==> src/rtl/regwrite_arbiter_if.sv <==
// Bundles the processor writeback, accelerometer sample and register-file write buses.
// master drives the CPU and sample inputs; slave is the arbiter that owns the register-file port.
interface regwrite_arbiter_if;
   logic        cpu_we;
   logic [4:0]  cpu_rd;
   logic [31:0] cpu_data;
   logic        smp_valid;
   logic [15:0] smp_y;
   logic [14:0] smp_xyz;
   logic        rf_we;
   logic [4:0]  rf_rd;
   logic [31:0] rf_data;
   logic        stall_req;
   logic [7:0]  drop_cnt;
   logic        busy;

   modport master (
      output cpu_we, cpu_rd, cpu_data, smp_valid, smp_y, smp_xyz,
      input  rf_we, rf_rd, rf_data, stall_req, drop_cnt, busy
   );

   modport slave (
      input  cpu_we, cpu_rd, cpu_data, smp_valid, smp_y, smp_xyz,
      output rf_we, rf_rd, rf_data, stall_req, drop_cnt, busy
   );
endinterface

==> src/rtl/regwrite_arbiter.sv <==
// Merges accelerometer samples into the register-file write port; the CPU always wins, with zero latency.
// Samples wait in a 2-deep FIFO (overflow dropped and counted); Y lands 2 cycles after smp_valid when unblocked.
module regwrite_arbiter #(
   parameter int unsigned Y_REG        = 28,
   parameter int unsigned XYZ_REG      = 29,
   parameter int unsigned STARVE_LIMIT = 64
) (
   input logic              clock,
   input logic              reset,
   regwrite_arbiter_if.slave bus
);

   typedef enum logic [1:0] {IDLE, WR_Y, WR_XYZ} state_t;

   localparam logic [4:0] Y_IDX      = 5'(Y_REG);
   localparam logic [4:0] XYZ_IDX    = 5'(XYZ_REG);
   localparam logic [7:0] STARVE_THR = 8'(STARVE_LIMIT - 1);

   state_t      state, state_next;
   logic [30:0] fifo_mem [2];
   logic        wr_ptr, rd_ptr;
   logic [1:0]  fifo_cnt;
   logic [30:0] hold;
   logic [7:0]  starve_cnt;
   logic        fifo_empty, fifo_full, push, pop, drop;
   logic        accel_wr, blocked;

   assign fifo_empty = (fifo_cnt == 2'd0);
   assign fifo_full  = (fifo_cnt == 2'd2);
   assign pop        = (state == IDLE) && !fifo_empty;
   // A pop frees a slot in the same cycle, so a full FIFO still accepts the push.
   assign push       = bus.smp_valid && (!fifo_full || pop);
   assign drop       = bus.smp_valid && !push;
   assign blocked    = bus.cpu_we && (state != IDLE);
   assign bus.busy   = !fifo_empty || (state != IDLE);

   always_ff @(posedge clock) begin
      if (push) fifo_mem[wr_ptr] <= {bus.smp_y, bus.smp_xyz};
   end

   always_ff @(posedge clock or negedge reset) begin
      if (!reset) begin
         wr_ptr       <= 1'b0;
         rd_ptr       <= 1'b0;
         fifo_cnt     <= 2'd0;
         hold         <= '0;
         bus.drop_cnt <= 8'd0;
      end else begin
         if (push) wr_ptr <= ~wr_ptr;
         if (pop) begin
            rd_ptr <= ~rd_ptr;
            hold   <= fifo_mem[rd_ptr];
         end
         fifo_cnt <= fifo_cnt + 2'(push) - 2'(pop);
         if (drop && bus.drop_cnt != 8'hFF) bus.drop_cnt <= bus.drop_cnt + 8'd1;
      end
   end

   always_ff @(posedge clock or negedge reset) begin
      if (!reset) begin
         state         <= IDLE;
         starve_cnt    <= 8'd0;
         bus.stall_req <= 1'b0;
      end else begin
         state <= state_next;
         if (state == IDLE || accel_wr)
            starve_cnt <= 8'd0;
         else if (blocked && starve_cnt != 8'hFF)
            starve_cnt <= starve_cnt + 8'd1;
         // Set on the blocked cycle that brings the counter to the limit; held until the write lands.
         if (state == IDLE || accel_wr)
            bus.stall_req <= 1'b0;
         else if (blocked && starve_cnt >= STARVE_THR)
            bus.stall_req <= 1'b1;
      end
   end

   always_comb begin
      state_next  = state;
      accel_wr    = 1'b0;
      bus.rf_we   = 1'b0;
      bus.rf_rd   = 5'd0;
      bus.rf_data = 32'd0;
      case (state)
         IDLE: begin
            if (!fifo_empty) state_next = WR_Y;
         end
         WR_Y: begin
            if (!bus.cpu_we) begin
               state_next  = WR_XYZ;
               accel_wr    = 1'b1;
               bus.rf_we   = 1'b1;
               bus.rf_rd   = Y_IDX;
               bus.rf_data = {{16{hold[30]}}, hold[30:15]};
            end
         end
         WR_XYZ: begin
            if (!bus.cpu_we) begin
               state_next  = IDLE;
               accel_wr    = 1'b1;
               bus.rf_we   = 1'b1;
               bus.rf_rd   = XYZ_IDX;
               bus.rf_data = {17'd0, hold[14:0]};
            end
         end
         default: state_next = IDLE;
      endcase
      if (bus.cpu_we) begin
         bus.rf_we   = 1'b1;
         bus.rf_rd   = bus.cpu_rd;
         bus.rf_data = bus.cpu_data;
      end
   end

endmodule
==> src/flat_wrapper.sv <==
// flat-port wrapper written by rule: the top's interface ports become plain ports
module regwrite_arbiter_flat 
#(
   parameter int unsigned Y_REG        = 28,
   parameter int unsigned XYZ_REG      = 29,
   parameter int unsigned STARVE_LIMIT = 64
)
  (clock, reset, bus_cpu_we, bus_cpu_rd, bus_cpu_data, bus_smp_valid, bus_smp_y, bus_smp_xyz, bus_rf_we, bus_rf_rd, bus_rf_data, bus_stall_req, bus_drop_cnt, bus_busy);
  regwrite_arbiter_if bus_i ();
  input logic clock;
  input logic reset;
  input wire logic [$bits(bus_i.cpu_we)-1:0] bus_cpu_we;
  input wire logic [$bits(bus_i.cpu_rd)-1:0] bus_cpu_rd;
  input wire logic [$bits(bus_i.cpu_data)-1:0] bus_cpu_data;
  input wire logic [$bits(bus_i.smp_valid)-1:0] bus_smp_valid;
  input wire logic [$bits(bus_i.smp_y)-1:0] bus_smp_y;
  input wire logic [$bits(bus_i.smp_xyz)-1:0] bus_smp_xyz;
  output wire logic [$bits(bus_i.rf_we)-1:0] bus_rf_we;
  output wire logic [$bits(bus_i.rf_rd)-1:0] bus_rf_rd;
  output wire logic [$bits(bus_i.rf_data)-1:0] bus_rf_data;
  output wire logic [$bits(bus_i.stall_req)-1:0] bus_stall_req;
  output wire logic [$bits(bus_i.drop_cnt)-1:0] bus_drop_cnt;
  output wire logic [$bits(bus_i.busy)-1:0] bus_busy;
  assign bus_i.cpu_we = bus_cpu_we;
  assign bus_i.cpu_rd = bus_cpu_rd;
  assign bus_i.cpu_data = bus_cpu_data;
  assign bus_i.smp_valid = bus_smp_valid;
  assign bus_i.smp_y = bus_smp_y;
  assign bus_i.smp_xyz = bus_smp_xyz;
  assign bus_rf_we = bus_i.rf_we;
  assign bus_rf_rd = bus_i.rf_rd;
  assign bus_rf_data = bus_i.rf_data;
  assign bus_stall_req = bus_i.stall_req;
  assign bus_drop_cnt = bus_i.drop_cnt;
  assign bus_busy = bus_i.busy;
  regwrite_arbiter #(.Y_REG(Y_REG), .XYZ_REG(XYZ_REG), .STARVE_LIMIT(STARVE_LIMIT)) u_core (.clock(clock), .reset(reset), .bus(bus_i));
endmodule
==> config.mk <==
export PLATFORM = sky130hd
export DESIGN_NAME = regwrite_arbiter_flat
export DESIGN_NICKNAME = d
export VERILOG_FILES = /design/src/rtl/regwrite_arbiter_if.sv /design/src/rtl/regwrite_arbiter.sv /design/src/flat_wrapper.sv
export SDC_FILE = /design/constraint.sdc
export NUM_CORES = 1
export LEC_CHECK = 0
export CORE_MARGIN = 2
export CORE_UTILIZATION = 45
export CTS_CLUSTER_DIAMETER = 60
export DETAILED_ROUTE_END_ITERATION = 10
export PLACE_DENSITY_LB_ADDON = 0.3
export SKIP_CTS_REPAIR_TIMING = 1
export SLEW_MARGIN = 25
export SYNTH_ARGS = -nofsm -noshare
export SYNTH_HDL_FRONTEND = slang
export SYNTH_SLANG_ARGS = --single-unit
==> constraint.sdc <==
create_clock -name clock -period 7.5 [get_ports clock]
set_clock_uncertainty 0.2 [all_clocks]
set_input_delay 1.5 -clock clock [delete_from_list [all_inputs] [get_ports clock]]
set_output_delay 1.5 -clock clock [all_outputs]
set_load 0.01 [all_outputs]
==> out/results.ini <==
[outcome]
outcome=finished, final reports clean

[power]
power_switching_uw=804
pg_clk_uw=714
combinationalPower_uw=686

[finish]
ff_count=116
drive_gt1_share_pct=8.91
nMultiInputCombCells=272
num_antenna_cells=0
clock_area_share_pct=7.87
layout_top_cells=clkdlybuf4s50_1, nand2_1, edfxtp_1, dfrtp_1, mux2i_1

[flow_run]
max_cap_viol_count=0

[global_route]
grt_pass1_vias=3619
grt.busiest_layer=met2
grt_util_all_layers_pct=18.7

[drt]
vias=3566
top_layer=met4
dr.pass1.iters=5
drtAntennaViolNets=0

[logic_synthesis]
top_area_share_pct=37.0
synthSimpleGateAreaFrac_pct=13.2
ys_warn_count=0
syn_area_um2=5030
ys_seq_share_pct=63.9
yosysUniqueCellTypes=46
synthAoiAreaFrac_pct=8.66

[critical_path]
max_stage_delay_ns=0.79
r2r-end=u_core.fifo_mem[1][2]$_DFFE_PP_
cp_cell_sequence=buf_2 > and3b_1 > nand2_1 > nand2_1 > clkdlybuf4s50_1
crit_family=simple AND/OR/NAND/NOR gates
cp-startpoint=bus_cpu_we

[clocking]
clock_latency_ns=0.51
cts-buffers-inserted=17
cts.path.max_buffers=2

[min_path]
hold_depth=2

[timing]
tns_ns=0

[floorplan]
die_h_um=110

[placement]
portBuffers=119

-- per-stage QoR --
step / utilization (%) / setup WS [ns] / std cells / cell area [um2] / power (mW)
after detailed placement: 58.0 / 1.86 / 658 / 6310 / 1.74
after CTS: 62.9 / 1.85 / 690 / 6850 / 2.46
final: 62.9 / 1.86 / 690 / 6850 / 2.43
after floorplan: - / 3.46 / 420 / 5030 / 1.46
after global placement: 58.0 / 2.02 / 658 / 6310 / 1.70
after global routing: 62.9 / 1.73 / 690 / 6850 / 2.59
-- sequential cells by signal, summed over array words and instances (netlist names) --
register	cells
u_core.fifo_mem	62
u_core.hold	31
u_core.bus.drop_cnt	8
u_core.starve_cnt	8
u_core.fifo_cnt	2
u_core.state	2
u_core.bus.stall_req	1
u_core.rd_ptr	1
u_core.wr_ptr	1
Sequential cells coloured by netlist name:
Scale: 4 px per um. Other sequential cells in the stronger grey, the rest of the logic in the fainter grey.
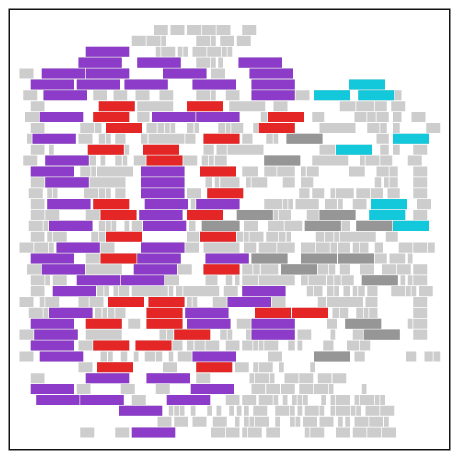
legend:
  `u_core.bus.drop_cnt`:
    colour: cyan
    flops: 8
  `u_core.hold`:
    colour: red
    flops: 31
  `u_core.fifo_mem`:
    colour: purple
    flops: 62
not coloured: 15

Selected gate families:
Scale: 2 px per um.
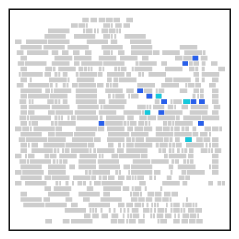
legend:
  non-inverting ao/oa cells:
    colour: cyan
    cells: 4
    where: right middle
  xor and xnor cells:
    colour: blue
    cells: 10
    where: right middle
most frequent logic cell in the layout: clkdlybuf4s50_1
final std cells w/o fill: 690
logic share of the area: 24.7%

Power figures rest on the tool's default switching activity, not on a simulated workload.
